$ cat config.mk
export PLATFORM = sky130hd
export DESIGN_NAME = icache_mshr_ctrl_flat
export DESIGN_NICKNAME = d
export VERILOG_FILES = /design/src/rtl/icache_pkg.sv /design/src/rtl/icache_mshr_ctrl_if.sv /design/src/rtl/icache_mshr_ctrl_mshr_file.sv /design/src/rtl/icache_mshr_ctrl.sv /design/src/flat_wrapper.sv
export SDC_FILE = /design/constraint.sdc
export NUM_CORES = 1
export LEC_CHECK = 0
export CAP_MARGIN = 10
export CORE_AREA = 5 5 164 166
export DETAILED_ROUTE_END_ITERATION = 12
export DIE_AREA = 0 0 169 171
export GPL_TIMING_DRIVEN = 0
export HOLD_SLACK_MARGIN = 0.15
export PLACE_DENSITY = 0.84
export SLEW_MARGIN = 20
export SYNTH_ARGS = -nofsm -noshare
export SYNTH_HDL_FRONTEND = slang
export SYNTH_SLANG_ARGS = --single-unit
$ cat constraint.sdc
create_clock -name clock -period 6.5 [get_ports clock]
set_input_delay 0.975 -clock clock [delete_from_list [all_inputs] [get_ports clock]]
set_output_delay 0.975 -clock clock [all_outputs]
set_load 0.02 [all_outputs]
$ cat src/rtl/icache_pkg.sv
// Shared types and default widths for the icache miss controller and its MSHR file.
// The MSHR entry layout is sized from the DEF_* constants, so top-level widths must match them.
package icache_pkg;

  localparam int DEF_PADDR_W   = 32;
  localparam int DEF_XLEN      = 64;
  localparam int DEF_OFF_W     = 3;
  localparam int DEF_IDX_W     = 2;
  localparam int DEF_NUM_MSHR  = 4;
  localparam int DEF_MEM_TAG_W = 4;
  localparam int DEF_LINE_W    = DEF_PADDR_W - DEF_OFF_W;
  localparam int DEF_TAG_W     = DEF_LINE_W - DEF_IDX_W;

  typedef enum logic [1:0] {
    BUS_NONE = 2'h0,
    BUS_LOAD = 2'h1
  } bus_cmd_e;

  typedef struct packed {
    logic                     valid;
    logic [DEF_LINE_W-1:0]    line;
    logic [DEF_MEM_TAG_W-1:0] mem_tag;
  } mshr_entry_t;

endpackage

$ cat src/rtl/icache_mshr_ctrl_if.sv
// Fetch / array / memory-bus signal bundle of the icache miss controller.
// slave = controller side, master = environment (fetch, array, memory) side.
interface icache_mshr_ctrl_if
  import icache_pkg::*;
#(
  parameter int XLEN      = DEF_XLEN,
  parameter int MEM_TAG_W = DEF_MEM_TAG_W,
  parameter int IDX_W     = DEF_IDX_W,
  parameter int TAG_W     = DEF_TAG_W
);
  logic                 proc2Icache_req;
  logic [XLEN-1:0]      proc2Icache_addr;
  logic                 cachemem_hit;
  logic [XLEN-1:0]      cachemem_data;
  logic [MEM_TAG_W-1:0] Imem2proc_response;
  logic [XLEN-1:0]      Imem2proc_data;
  logic [MEM_TAG_W-1:0] Imem2proc_tag;
  logic [XLEN-1:0]      Icache_data_out;
  logic                 Icache_valid_out;
  logic [1:0]           proc2Imem_command;
  logic [XLEN-1:0]      proc2Imem_addr;
  logic                 wr_en;
  logic [IDX_W-1:0]     wr_index;
  logic [TAG_W-1:0]     wr_tag;
  logic [XLEN-1:0]      wr_data;
  logic                 mshr_full;

  modport slave (
    input  proc2Icache_req, proc2Icache_addr, cachemem_hit, cachemem_data,
           Imem2proc_response, Imem2proc_data, Imem2proc_tag,
    output Icache_data_out, Icache_valid_out, proc2Imem_command, proc2Imem_addr,
           wr_en, wr_index, wr_tag, wr_data, mshr_full
  );

  modport master (
    output proc2Icache_req, proc2Icache_addr, cachemem_hit, cachemem_data,
           Imem2proc_response, Imem2proc_data, Imem2proc_tag,
    input  Icache_data_out, Icache_valid_out, proc2Imem_command, proc2Imem_addr,
           wr_en, wr_index, wr_tag, wr_data, mshr_full
  );
endinterface

$ cat src/rtl/icache_mshr_ctrl_mshr_file.sv
// MSHR array: line/tag CAM lookups, lowest-free allocation and free count.
// ICACHE_PREFETCH_EN adds a second line lookup port for the prefetch candidate.
module mshr_file
  import icache_pkg::*;
#(
  parameter int NUM_MSHR = DEF_NUM_MSHR,
  parameter int CNT_W    = $clog2(NUM_MSHR + 1)
) (
  input  logic                     clk_sys,
  input  logic                     rst_b,
  input  logic [DEF_LINE_W-1:0]    lookup_line_i,
  output logic                     line_hit_o,
`ifdef ICACHE_PREFETCH_EN
  input  logic [DEF_LINE_W-1:0]    pf_line_i,
  output logic                     pf_hit_o,
`endif
  input  logic [DEF_MEM_TAG_W-1:0] fill_tag_i,
  output logic                     fill_hit_o,
  output logic [DEF_LINE_W-1:0]    fill_line_o,
  input  logic                     alloc_en_i,
  input  logic [DEF_LINE_W-1:0]    alloc_line_i,
  input  logic [DEF_MEM_TAG_W-1:0] alloc_tag_i,
  output logic [CNT_W-1:0]         free_cnt_o
);

  mshr_entry_t ent_q [NUM_MSHR];
  mshr_entry_t ent_d [NUM_MSHR];
  int          fill_idx;
  int          alloc_idx;
  logic        have_free;
  logic        dup_tag;

  always_comb begin
    line_hit_o  = 1'b0;
    fill_hit_o  = 1'b0;
    fill_line_o = '0;
    fill_idx    = 0;
    alloc_idx   = 0;
    have_free   = 1'b0;
    dup_tag     = 1'b0;
    free_cnt_o  = '0;
`ifdef ICACHE_PREFETCH_EN
    pf_hit_o    = 1'b0;
`endif
    for (int i = 0; i < NUM_MSHR; i++) begin
      if (ent_q[i].valid) begin
        if (ent_q[i].line == lookup_line_i) line_hit_o = 1'b1;
`ifdef ICACHE_PREFETCH_EN
        if (ent_q[i].line == pf_line_i) pf_hit_o = 1'b1;
`endif
        if ((fill_tag_i != '0) && (ent_q[i].mem_tag == fill_tag_i)) begin
          fill_hit_o  = 1'b1;
          fill_idx    = i;
          fill_line_o = ent_q[i].line;
        end
        // a tag returning this cycle may legally be reused by the new request
        if ((ent_q[i].mem_tag == alloc_tag_i) && (alloc_tag_i != fill_tag_i)) dup_tag = 1'b1;
      end else begin
        free_cnt_o = free_cnt_o + CNT_W'(1);
        if (!have_free) begin
          have_free = 1'b1;
          alloc_idx = i;
        end
      end
    end
  end

  always_comb begin
    for (int i = 0; i < NUM_MSHR; i++) ent_d[i] = ent_q[i];
    if (fill_hit_o) ent_d[fill_idx].valid = 1'b0;
    if (alloc_en_i && have_free) begin
      ent_d[alloc_idx].valid   = 1'b1;
      ent_d[alloc_idx].line    = alloc_line_i;
      ent_d[alloc_idx].mem_tag = alloc_tag_i;
    end
  end

  always_ff @(posedge clk_sys or negedge rst_b) begin
    if (!rst_b) begin
      for (int i = 0; i < NUM_MSHR; i++) ent_q[i] <= '0;
    end else begin
      for (int i = 0; i < NUM_MSHR; i++) ent_q[i] <= ent_d[i];
    end
  end

  a_no_dup_tag: assert property (@(posedge clk_sys) disable iff (!rst_b)
    !(alloc_en_i && have_free && dup_tag));

endmodule

$ cat src/rtl/icache_mshr_ctrl.sv
// Instruction-cache miss controller with up to NUM_MSHR outstanding fills, miss merging and fill forwarding.
// ICACHE_PREFETCH_EN enables a one-entry next-line prefetcher sharing the MSHRs.
module icache_mshr_ctrl
  import icache_pkg::*;
#(
  parameter int PADDR_W   = DEF_PADDR_W,
  parameter int XLEN      = DEF_XLEN,
  parameter int OFF_W     = DEF_OFF_W,
  parameter int IDX_W     = DEF_IDX_W,
  parameter int NUM_MSHR  = DEF_NUM_MSHR,
  parameter int MEM_TAG_W = DEF_MEM_TAG_W
) (
  input logic               clock,
  input logic               reset,
  icache_mshr_ctrl_if.slave bus
);

  localparam int LINE_W = PADDR_W - OFF_W;
  localparam int CNT_W  = $clog2(NUM_MSHR + 1);

  logic [LINE_W-1:0] fetch_line;
  logic [LINE_W-1:0] fill_line;
  logic [LINE_W-1:0] alloc_line;
  logic [CNT_W-1:0]  free_cnt;
  logic              line_hit;
  logic              fill_hit;
  logic              fill_fwd;
  logic              demand_req;
  logic              alloc_en;
  bus_cmd_e          cmd;
  logic              unused_addr_lo;

  assign fetch_line     = bus.proc2Icache_addr[PADDR_W-1:OFF_W];
  assign unused_addr_lo = ^bus.proc2Icache_addr[OFF_W-1:0];

`ifdef ICACHE_PREFETCH_EN
  logic              pf_valid_q, pf_valid_d;
  logic [LINE_W-1:0] pf_line_q, pf_line_d;
  logic              pf_hit;
  logic [XLEN-1:0]   pf_addr;
`endif

  mshr_file #(.NUM_MSHR(NUM_MSHR)) u_mshr (
    .clk_sys      (clock),
    .rst_b        (reset),
    .lookup_line_i(fetch_line),
    .line_hit_o   (line_hit),
`ifdef ICACHE_PREFETCH_EN
    .pf_line_i    (pf_line_q),
    .pf_hit_o     (pf_hit),
`endif
    .fill_tag_i   (bus.Imem2proc_tag),
    .fill_hit_o   (fill_hit),
    .fill_line_o  (fill_line),
    .alloc_en_i   (alloc_en),
    .alloc_line_i (alloc_line),
    .alloc_tag_i  (bus.Imem2proc_response),
    .free_cnt_o   (free_cnt)
  );

  always_comb begin
    fill_fwd   = fill_hit && (fill_line == fetch_line);
    // an entry freed by this cycle's fill only counts as free from the next edge
    demand_req = bus.proc2Icache_req && !bus.cachemem_hit && !line_hit && !fill_fwd
                 && (free_cnt != '0);
    cmd        = BUS_NONE;
    alloc_en   = 1'b0;
    alloc_line = fetch_line;
    bus.proc2Imem_addr = {bus.proc2Icache_addr[XLEN-1:OFF_W], {OFF_W{1'b0}}};
`ifdef ICACHE_PREFETCH_EN
    pf_valid_d = pf_valid_q;
    pf_line_d  = pf_line_q;
    pf_addr    = '0;
    pf_addr[PADDR_W-1:OFF_W] = pf_line_q;
`endif
    if (demand_req) begin
      cmd      = BUS_LOAD;
      alloc_en = (bus.Imem2proc_response != '0);
`ifdef ICACHE_PREFETCH_EN
      if (alloc_en) begin
        pf_valid_d = 1'b1;
        pf_line_d  = fetch_line + LINE_W'(1);
      end
`endif
    end
`ifdef ICACHE_PREFETCH_EN
    else if (pf_valid_q) begin
      if (pf_hit) begin
        pf_valid_d = 1'b0;
      end else if (32'(free_cnt) >= 32'd2) begin
        cmd                = BUS_LOAD;
        bus.proc2Imem_addr = pf_addr;
        alloc_line         = pf_line_q;
        if (bus.Imem2proc_response != '0) begin
          alloc_en   = 1'b1;
          pf_valid_d = 1'b0;
        end
      end
    end
`endif

    bus.Icache_valid_out  = bus.proc2Icache_req && (bus.cachemem_hit || fill_fwd);
    bus.Icache_data_out   = fill_fwd ? bus.Imem2proc_data : bus.cachemem_data;
    bus.proc2Imem_command = cmd;
    if (!reset) begin
      bus.Icache_valid_out  = 1'b0;
      bus.proc2Imem_command = BUS_NONE;
    end
  end

  assign bus.wr_en     = fill_hit;
  assign bus.wr_index  = fill_line[IDX_W-1:0];
  assign bus.wr_tag    = fill_line[LINE_W-1:IDX_W];
  assign bus.wr_data   = bus.Imem2proc_data;
  assign bus.mshr_full = (free_cnt == '0);

`ifdef ICACHE_PREFETCH_EN
  always_ff @(posedge clock or negedge reset) begin
    if (!reset) begin
      pf_valid_q <= 1'b0;
      pf_line_q  <= '0;
    end else begin
      pf_valid_q <= pf_valid_d;
      pf_line_q  <= pf_line_d;
    end
  end
`endif

endmodule

$ cat src/flat_wrapper.sv
// flat-port wrapper written by rule: the top's interface ports become plain ports
module icache_mshr_ctrl_flat import icache_pkg::*;
#(
  parameter int PADDR_W   = DEF_PADDR_W,
  parameter int XLEN      = DEF_XLEN,
  parameter int OFF_W     = DEF_OFF_W,
  parameter int IDX_W     = DEF_IDX_W,
  parameter int NUM_MSHR  = DEF_NUM_MSHR,
  parameter int MEM_TAG_W = DEF_MEM_TAG_W
)
  (clock, reset, bus_proc2Icache_req, bus_proc2Icache_addr, bus_cachemem_hit, bus_cachemem_data, bus_Imem2proc_response, bus_Imem2proc_data, bus_Imem2proc_tag, bus_Icache_data_out, bus_Icache_valid_out, bus_proc2Imem_command, bus_proc2Imem_addr, bus_wr_en, bus_wr_index, bus_wr_tag, bus_wr_data, bus_mshr_full);
  icache_mshr_ctrl_if #(.XLEN(XLEN), .MEM_TAG_W(MEM_TAG_W), .IDX_W(IDX_W)) bus_i ();
  input logic clock;
  input logic reset;
  input wire logic [$bits(bus_i.proc2Icache_req)-1:0] bus_proc2Icache_req;
  input wire logic [$bits(bus_i.proc2Icache_addr)-1:0] bus_proc2Icache_addr;
  input wire logic [$bits(bus_i.cachemem_hit)-1:0] bus_cachemem_hit;
  input wire logic [$bits(bus_i.cachemem_data)-1:0] bus_cachemem_data;
  input wire logic [$bits(bus_i.Imem2proc_response)-1:0] bus_Imem2proc_response;
  input wire logic [$bits(bus_i.Imem2proc_data)-1:0] bus_Imem2proc_data;
  input wire logic [$bits(bus_i.Imem2proc_tag)-1:0] bus_Imem2proc_tag;
  output wire logic [$bits(bus_i.Icache_data_out)-1:0] bus_Icache_data_out;
  output wire logic [$bits(bus_i.Icache_valid_out)-1:0] bus_Icache_valid_out;
  output wire logic [$bits(bus_i.proc2Imem_command)-1:0] bus_proc2Imem_command;
  output wire logic [$bits(bus_i.proc2Imem_addr)-1:0] bus_proc2Imem_addr;
  output wire logic [$bits(bus_i.wr_en)-1:0] bus_wr_en;
  output wire logic [$bits(bus_i.wr_index)-1:0] bus_wr_index;
  output wire logic [$bits(bus_i.wr_tag)-1:0] bus_wr_tag;
  output wire logic [$bits(bus_i.wr_data)-1:0] bus_wr_data;
  output wire logic [$bits(bus_i.mshr_full)-1:0] bus_mshr_full;
  assign bus_i.proc2Icache_req = bus_proc2Icache_req;
  assign bus_i.proc2Icache_addr = bus_proc2Icache_addr;
  assign bus_i.cachemem_hit = bus_cachemem_hit;
  assign bus_i.cachemem_data = bus_cachemem_data;
  assign bus_i.Imem2proc_response = bus_Imem2proc_response;
  assign bus_i.Imem2proc_data = bus_Imem2proc_data;
  assign bus_i.Imem2proc_tag = bus_Imem2proc_tag;
  assign bus_Icache_data_out = bus_i.Icache_data_out;
  assign bus_Icache_valid_out = bus_i.Icache_valid_out;
  assign bus_proc2Imem_command = bus_i.proc2Imem_command;
  assign bus_proc2Imem_addr = bus_i.proc2Imem_addr;
  assign bus_wr_en = bus_i.wr_en;
  assign bus_wr_index = bus_i.wr_index;
  assign bus_wr_tag = bus_i.wr_tag;
  assign bus_wr_data = bus_i.wr_data;
  assign bus_mshr_full = bus_i.mshr_full;
  icache_mshr_ctrl #(.PADDR_W(PADDR_W), .XLEN(XLEN), .OFF_W(OFF_W), .IDX_W(IDX_W), .NUM_MSHR(NUM_MSHR), .MEM_TAG_W(MEM_TAG_W)) u_core (.clock(clock), .reset(reset), .bus(bus_i));
endmodule
==> Slide: Implementation Results <==
Physical Implementation Snapshot

Status
  • Status: finished, final reports clean

GRT
  • Antenna violations before repair: 2
  • All-Layer GR Usage: 35.5%
  • Routing usage on met1: 46.8%
  • GRT Max-Usage Layer: met2

Timing
  • Highest clock rate: 155 MHz
  • Worst slew pin tran: 0.979 ns
  • Final setup violation count: 0
  • Max Slew Vio Count: 0
  • RSZ-0062 raised after global routing: false

Drt
  • Iteration count of the initial detailed-routing pass: 6
  • Met3 routed WL: 5010 um
  • DRC: 0
  • DR WL met2: 25200 um
  • Starting DRT DRC Count: 1286

Floorplan
  • Die footprint: 28900 um^2
  • IO Count: 430

Critical path
  • Critical path's largest stage delay: 0.64 ns
  • Crit end category: primary output
  • CP Max Fanout: 10
  • Required @ worst endpoint: 5.52 ns
  • Critical path's slowest cell: clkdlybuf4s50_1
  • Arr. time, crit path: 5.47 ns
  • Most used cell, CP: buf_6

Layout
  • Fill cells: 2139
  • Largest register FFs: 136
  • Commonest Layout Cell: clkdlybuf4s50_1
  • Biggest regs: u_core.u_mshr.ent_q: 136 flops
  • Largest Register: u_core.u_mshr.ent_q
  • Share of cells above drive strength 1: 27.7%

Power
  • Pint: 0.00309 W
  • Leak pwr: 6.67 nW
  • IR drop worst, VDD: 0.000272 V
  • Switching portion of total power: 41.5%

Synth
  • Post-synth top cells: dfrtp_1 (136), buf_4 (130), mux2_2 (127)
  • Top cells, area: dfrtp_1 (32%), mux2_2 (14%), buf_4 (9.3%), xor2_1 (5.3%), xnor2_1 (4.3%)
  • Main flop type: dfrtp_1
  • Synth top cell by count: dfrtp_1
  • Seq share, synth: 32.4%
  • Mapped Area: 10500 um^2
  • Synth top area share: 32.4%
  • Yosys synthesis chip area: 10500 um^2

Placed design
  • Placed cell area: 14700 um^2
  • PortBufs: 372
  • Final HPWL DP: 43200 um
  • Gpl congestion: 1.06

Clock tree
  • CTS clk-pin slew, worst paths: 0.06 ns
  • Post-CTS sizing: 16
  • Setup bufs post-CTS: 1
  • CTS Sinks: 136
power by group through the flow:
stage               Sequential (W)  Combinational [W]  Clock [W]
floorplan                  0.00160            0.00161          0
global placement           0.00172            0.00243          0
detailed placement         0.00175            0.00248          0
CTS                        0.00174            0.00251   0.000958
global route               0.00180            0.00266   0.000990
finish                     0.00177            0.00256   0.000958
cell families after synthesis:
logic type / Yosys count / share of synthesized area, %
xor gates and xnor gates: 114 / 9.51
other: 1 / 0.0357
DFF: 136 / 32.4
buffers and inverters: 239 / 14.5
and+or+nand+nor: 141 / 7.97
muxes: 198 / 22.1
AOI/OAI and AO/OA: 156 / 12.9
adders and majority gates: 4 / 0.477
area by class of cell:
cell class              instances  area, um^2  share of cell area [%]
multi-input cells             617        5610                    36.4
repair buffers                378        3840                    25.0
flip-flops and latches        136        3400                    22.1
plain buffers                 209        1440                    9.35
clock buffers                  19         443                    2.88
well taps                     335         419                    2.72
clock inverters                13         120                   0.780
inverters                      30         113                   0.732
diodes                          2        5.00                  0.0325
worst paths after layout:
kind,depth (start not counted),end,startpoint
worst max-delay path,16,bus_Icache_data_out[44],bus_Imem2proc_tag[3]
min in group clock,1,u_core.u_mshr.ent_q[70],u_core.u_mshr.ent_q[70]
worst max register to register,15,u_core.u_mshr.ent_q[61],u_core.u_mshr.ent_q[135]
max in group asynchronous,2,u_core.u_mshr.ent_q[46],reset
worst min register to register,1,u_core.u_mshr.ent_q[70],u_core.u_mshr.ent_q[70]
worst min-delay path,1,u_core.u_mshr.ent_q[70],reset
stage by stage:
step	hold slack [ns]	utilization, %	instances
3_5_place_dp	0.513	57.7	1700
2_1_floorplan	0.498	-	992
3_3_place_gp	0.508	57.5	1699
4_1_cts	0.455	60.0	1733
6_report	0.447	60.4	1739
5_1_grt	0.474	60.4	1738
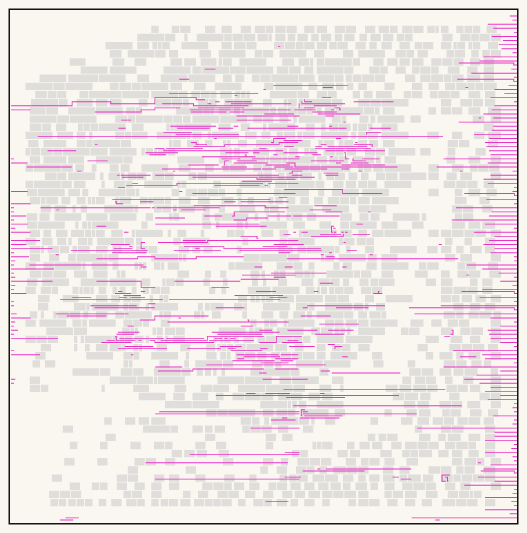
(M3 wires)
Scale: 3 px per um.
The longest straight run is 135 um. 357 nets have wire on it. The layer carries 5010 um of wire. The wires run mostly horizontal.
DRT Wirelength: 53800 um
GR Util met3: 7.21%
via count: 10200

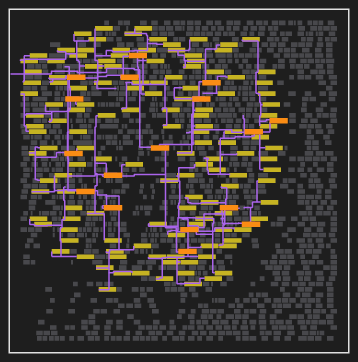
(clock wires, drivers and flops)
Scale: 2 px per um.
Purple stands for clock wires, length 2050 um. Yellow stands for flip-flops, count 136. Orange stands for clock drivers, count 17.
There are 18 routed clock nets.
Clock Power: 0.000958 W
clk_lat worst skew: 0.45 ns

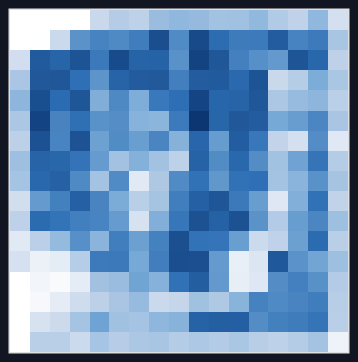
(local utilization)
Scale: 2 px per um. 17 x 17 tiles, from white (low) to dark blue (high), 0 to 100% covered.
The fullest tile reaches 98%. 3.5% of the tiles are nearly empty. The densest ninth of the die: top center.
core area: 25500 um^2
FP Util: 41.2%
final core occ: 60.4%

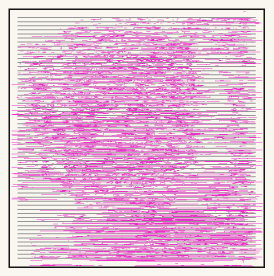
(M1 wires)
Scale: 1.5 px per um. Supply wires on this layer in gray.
The longest straight run is 119 um. 1466 nets have wire on it. The layer carries 21.6 mm of wire. The layer holds 40% of the routed length.

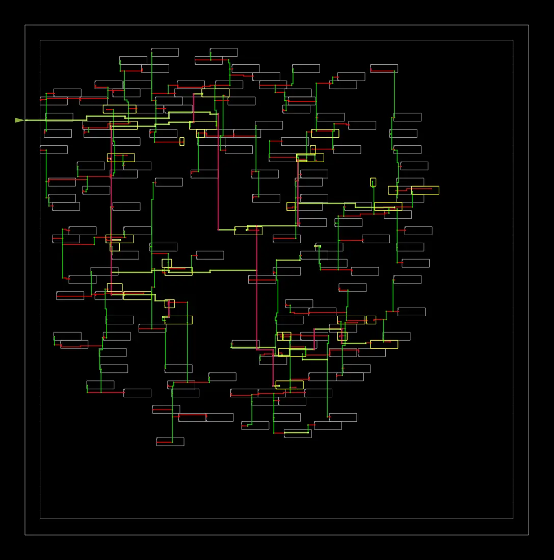
(clock wiring as the flow saved it)
Setup Skew: 0.0124 ns
flip-flops: 136
CLK BUF: 19

No activity file was given, so power comes from the tool's default toggle rates.
